<file path="config.mk">
export PLATFORM = sky130hd
export DESIGN_NAME = mem_arbiter
export DESIGN_NICKNAME = d
export VERILOG_FILES = /design/src/rtl/mem_arbiter.sv
export SDC_FILE = /design/constraint.sdc
export NUM_CORES = 1
export LEC_CHECK = 0
export CORE_AREA = 2 2 118 120
export CTS_BUF_LIST = sky130_fd_sc_hd__clkbuf_8
export DETAILED_ROUTE_END_ITERATION = 10
export DIE_AREA = 0 0 120 122
export PLACE_DENSITY = 0.83
export SYNTH_ARGS = -nofsm -noshare
export SYNTH_HDL_FRONTEND = slang
export SYNTH_SLANG_ARGS = --single-unit
</file>
<file path="constraint.sdc">
create_clock -name clk -period 2.14 [get_ports clk]
set_input_delay 0.321 -clock clk [delete_from_list [all_inputs] [get_ports clk]]
set_output_delay 0.321 -clock clk [all_outputs]
set_load 0.01 [all_outputs]
</file>
<file path="src/rtl/mem_arbiter.sv">
// Two-requester arbiter onto a single big-endian word memory. Loads and word stores
// take one memory cycle; byte/half stores are done as a read-modify-write.
module mem_arbiter #(
    parameter int RR_ENABLE = 1
) (
    input  logic        clk,
    input  logic        rst,

    input  logic        req_valid_0,
    output logic        req_ready_0,
    input  logic        req_we_0,
    input  logic [1:0]  req_size_0,
    input  logic [31:0] req_addr_0,
    input  logic [31:0] req_wdata_0,
    output logic        resp_valid_0,
    output logic [31:0] resp_rdata_0,

    input  logic        req_valid_1,
    output logic        req_ready_1,
    input  logic        req_we_1,
    input  logic [1:0]  req_size_1,
    input  logic [31:0] req_addr_1,
    input  logic [31:0] req_wdata_1,
    output logic        resp_valid_1,
    output logic [31:0] resp_rdata_1,

    output logic        mem_enable,
    output logic [31:0] mem_addr,
    output logic        mem_write_enable,
    output logic [31:0] mem_data_in,
    input  logic        mem_data_out_v,
    input  logic [31:0] mem_data_out
);

    typedef enum logic [1:0] {IDLE, ISSUE, MERGE, RESP} state_t;

    state_t      state, state_nxt;
    logic        last_grant;
    logic        grant_any, grant_id;
    logic        l_id, l_we;
    logic [1:0]  l_size;
    logic [31:0] l_addr, l_wdata;
    logic [31:0] rdata;

    // Round-robin favours the requester that lost the previous acceptance.
    always_comb begin
        grant_any = req_valid_0 | req_valid_1;
        if (req_valid_0 && req_valid_1)
            grant_id = (RR_ENABLE != 0) ? ~last_grant : 1'b0;
        else
            grant_id = req_valid_1;
    end

    always_comb begin
        state_nxt        = state;
        req_ready_0      = 1'b0;
        req_ready_1      = 1'b0;
        resp_valid_0     = 1'b0;
        resp_valid_1     = 1'b0;
        resp_rdata_0     = '0;
        resp_rdata_1     = '0;
        mem_enable       = 1'b0;
        mem_addr         = '0;
        mem_write_enable = 1'b0;
        mem_data_in      = '0;
        rdata            = '0;
        case (state)
            IDLE: begin
                if (grant_any) begin
                    req_ready_0 = ~grant_id;
                    req_ready_1 = grant_id;
                    state_nxt   = ISSUE;
                end
            end
            ISSUE: begin
                mem_enable = 1'b1;
                mem_addr   = l_addr;
                if (l_we && l_size[1]) begin
                    mem_write_enable = 1'b1;
                    mem_data_in      = l_wdata;
                end
                state_nxt = (l_we && !l_size[1]) ? MERGE : RESP;
            end
            MERGE: begin
                // Sub-word lands in the most significant (lowest address) bytes.
                mem_enable       = 1'b1;
                mem_write_enable = 1'b1;
                mem_addr         = l_addr;
                mem_data_in      = l_size[0] ? {l_wdata[15:0], mem_data_out[15:0]}
                                             : {l_wdata[7:0], mem_data_out[23:0]};
                state_nxt        = RESP;
            end
            RESP: begin
                if (!l_we) begin
                    case (l_size)
                        2'b00:   rdata = {24'h0, mem_data_out[31:24]};
                        2'b01:   rdata = {16'h0, mem_data_out[31:16]};
                        default: rdata = mem_data_out;
                    endcase
                end
                resp_valid_0 = ~l_id;
                resp_valid_1 = l_id;
                resp_rdata_0 = l_id ? 32'h0 : rdata;
                resp_rdata_1 = l_id ? rdata : 32'h0;
                state_nxt    = IDLE;
            end
            default: state_nxt = IDLE;
        endcase
    end

    always_ff @(posedge clk) begin
        if (rst) begin
            state      <= IDLE;
            last_grant <= 1'b1;
            l_id       <= 1'b0;
            l_we       <= 1'b0;
            l_size     <= '0;
            l_addr     <= '0;
            l_wdata    <= '0;
        end else begin
            state <= state_nxt;
            if (state == IDLE && grant_any) begin
                last_grant <= grant_id;
                l_id       <= grant_id;
                l_we       <= grant_id ? req_we_1    : req_we_0;
                l_size     <= grant_id ? req_size_1  : req_size_0;
                l_addr     <= grant_id ? req_addr_1  : req_addr_0;
                l_wdata    <= grant_id ? req_wdata_1 : req_wdata_0;
            end
            // Read data is taken on fixed timing; the memory must have it ready.
            if (state == MERGE || (state == RESP && !l_we))
                assert (mem_data_out_v);
        end
    end

endmodule
</file>
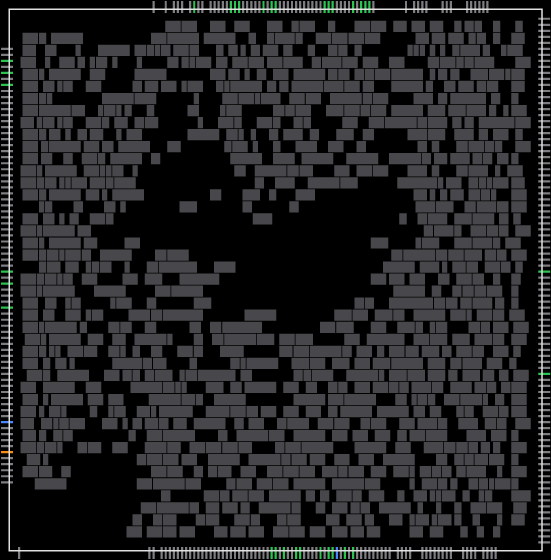
(images/io_placement.png)
Pins as bars across the die edge, other pins in gray.
| color | port | pins | direction | edge |
|---|---|---|---|---|
| green | req_wdata_0 | 32 | input | 14 top, 10 bottom, 6 left, 2 right |
| blue | req_size_1 | 2 | input | 1 bottom, 1 left |
| orange | req_we_1 | 1 | input | left |
all pins by edge: 88 right, 80 bottom, 73 left, 64 top
Die Wd: 120 um
Port Buffers: 303

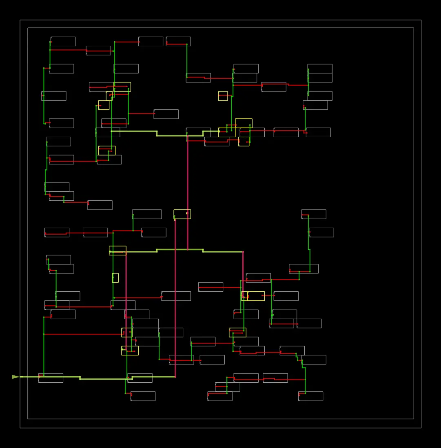
(images/clocks.png)
Power Clock: 984 uW
CTS buffer count: 9
Setup Skew: 0.00961 ns
CTS sink cnt: 71

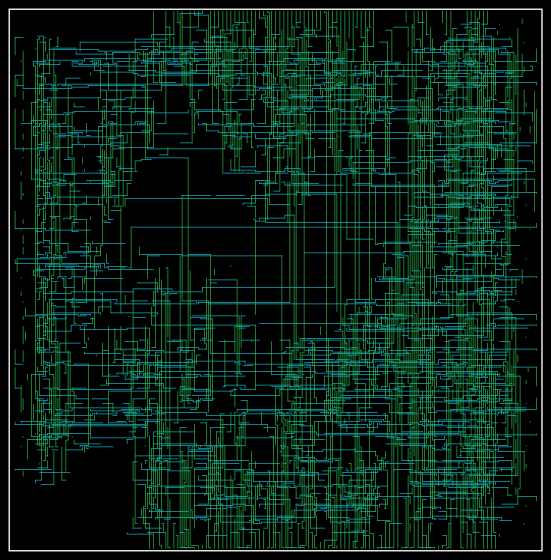
(images/wires.png)
Only two layers are drawn.
| color | layer | wire length |
|---|---|---|
| green | metal 2 | 10500 um |
| cyan | metal 1 | 7760 um |

==> CHANGELOG.md <==
## Implementation

* RSZ-0062 raised after global routing: yes
* Worst slew margin at 41.9%
* Pleak at 0.00386 uW
* Post-Route WL at 20800 um
* Clock slew at reported path FFs at 0.09 ns
* Hold path depth at 1
* Die ar. at 0.0146 mm2
* Reg-to-reg critical path endpoint: l_wdata[14]$_SDFFE_PP0P_
* Grt met2 use at 46.5%
* Post-Synthesis Cells at 567
* FF+latch area at 0.00143 mm2
* Area Overhead vs Synth at 83.0%
* Global route overflow at 0
* PwrDens at 910 mW/mm2
* Hold buffers post-CTS at 0
* Clock insertion delay at the later pin of the skew report at 0.35 ns
* Postcts setup bufs at 2
* Reg-to-Reg Start: state[0]$_SDFFE_PP0P_
* GR Layer Usage met3 at 8.33%
* Min Tclk post-route at 2.10 ns
* Inserted Diodes at 0
* Core Region at 0.0135 mm2
* DR WL met3 at 1930 um
* R2R setup slack at 0.17 ns
* Per-cell routed wire length at 19.3 um
* Setup crit end: mem_data_in[29]
* R2R cell count at 6
* Worst hold margin at 0.490 ns
* WL met1 at 7760 um
* First-pass GRT wire length at 30500 um
* Synth Cell Area at 0.00458 mm2
* Peak-usage layer in the global routing report: met2
* Vias per inst at 5.37
* Int Pwr at 4430 uW
* Peak Freq at 475 MHz
* Largest net degree at the start of global routing at 54
* CP Max Fanout at 6
* Post-DP HPWL at 15100 um
* Clock share of power at 12.9%
* Most frequent logic cells in the routed design: clkdlybuf4s50_1 (169), and3_1 (68), dfxtp_1 (67), nor2_1 (66), dlygate4sd2_1 (53)
* Slew @ Worst Pin at 0.869 ns
* Sum of negative setup slack at 0 ns
* Yosys cell count at 567
* TritonCTS clock tree: built
* Hold EP: l_addr[28]$_SDFFE_PP0P_
* Chip area in the Yosys report at 0.00458 mm2
* Via count at 5781
* FP Rows at 43
* Top flop regs: l_addr (32), l_wdata (32)
* Crit. Startpoint: l_size[0]$_SDFFE_PP0P_
* YS warnings at 0
* Sw Ratio at 41.9%
* FILL cells at 1209
* Iteration tally of the first detailed-router pass at 6
* Comb pwr at 4520 uW
* Maxcap violations at 0
* CTS root buf: clkbuf_8
* Tightest Hold Check Type: flip-flop to flip-flop
* Initial antenna violation count at 0
* Worst Setup End Kind: primary output
* M1 GR Usage at 31.4%
* Pre-CTS setup slack at -0.196 ns
* I/O pin count at 305
* Slew Viols, Final at 0
* Layout cells sized above 1 at 25.8%
* Nets at 1066
* WS Path Type: flip-flop to primary output
* GP Congestion at 0.899
* WP data required at 1.82 ns
* Inst Count DP at 1047
* P_sw at 3190 uW
* Fin. Hold Viols at 0
* Final setup vio count at 0
* Worst EP arrival at 1.78 ns
* Outcome: completed
* Initial DRC count at 333
* Largest power group: combinational cells
* Synth Seq Share at 31.0%
* Routed met2 length at 10500 um
* Max layer used: met4
* Sequential share of power at 27.8%
* Combinational share of power at 59.3%
* Overall routing resource usage at 27.1%
* Syn Nets at 742
* Cell variety after synth at 35
* Setup WS post-layout at 0.0360 ns
* Worst setup SP type: flip-flop
* Worst VDD drop at 0.530 mV
* DRC errors left at 0
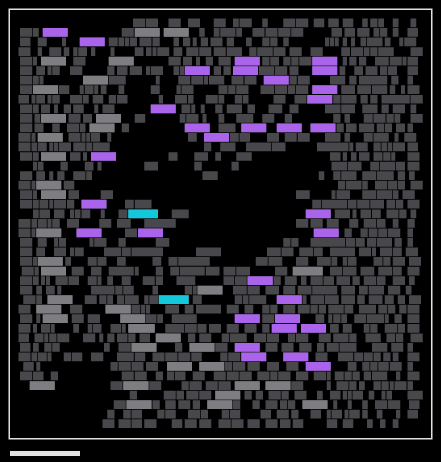
(images/flops_by_reg.png)
The bar under the picture is 20 um long.
| color | netlist name | flops |
|---|---|---|
| cyan | state | 2 |
| purple | l_wdata | 32 |
not colored: 37
Seq power: 2120 uW
flop share of the area: 17.1%
Final Util: 62.1%

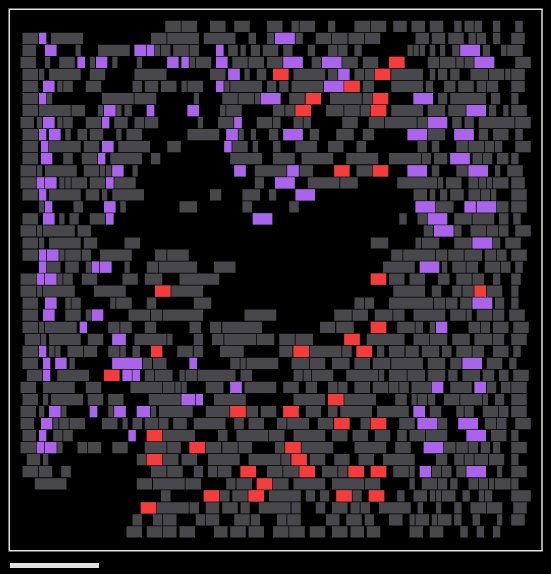
(images/logic_types.png)
The bar under the picture is 20 um long.
| color | family | cells |
|---|---|---|
| red | AND-OR and OR-AND gates | 39 |
| purple | inverting AOI/OAI gates | 110 |
final std cells w/o fill: 1076
combinational share of cell area: 37.3%
dominant logic cell type in the layout: clkdlybuf4s50_1

## cell type report
cell class	instances	area share, %
inverters	5	0.284
well taps	180	2.69
flip-flops and latches	71	17.1
multi-input cells	431	37.3
clock inverters	7	0.582
repair buffers	373	40.6
clock buffers	9	1.48
## cells by family after synthesis
kind of cell,after synthesis,share of synthesized area [%]
AND/OR/NAND/NOR,244,28.3
AND-OR/OR-AND,149,24.6
flip-flops,71,31.0
buffers and inverters,66,7.05
multiplexers,33,7.87
adder cells (fa/ha/maj),4,1.09
## cells in the mapped netlist
library cell	count	share of area [%]
a221oi_1	1	0.19
buf_2	17	1.9
clkbuf_2	1	0.11
clkbuf_1	34	2.8
nand2b_1	1	0.14
and2_1	33	4.5
or3b_2	1	0.19
buf_4	2	0.33
a22oi_1	41	6.7
a21oi_1	33	3.6
a221o_1	36	7.9
o21a_1	2	0.33
buf_6	6	1.5
mux2i_1	9	2.0
nor2b_1	34	4.6
or2_2	2	0.27
dfxtp_1	71	31
o21ai_1	1	0.11
nor2_1	66	5.4
a21bo_2	1	0.22
nand3_1	2	0.22
and3_4	1	0.25
nand2_1	31	2.5
buf_1	1	0.082
nor2_2	1	0.14
o21ai_0	1	0.11
a211oi_1	30	4.9
a31oi_1	1	0.14
a311oi_1	1	0.19
inv_1	5	0.41
a21boi_2	1	0.25
and3_1	71	9.7
mux2_2	24	5.9
nor2b_4	1	0.30
ha_1	4	1.1
## critical path: stages, from the launching register on
cell,delay (ns)
dfxtp_4,0.40
buf_4,0.13
clkbuf_16,0.14
buf_4,0.11
mux2_2,0.33
a22oi_2,0.11
nor2b_1,0.06
buf_2,0.14
## per-stage QoR
stage	total power [uW]	cell area, um2
finish	7630	8380
global placement	6320	8100
floorplan	4390	4580
detailed placement	6390	8100
CTS	7460	8240
global route	8160	8380
No activity file was given, so power comes from the tool's default toggle rates.
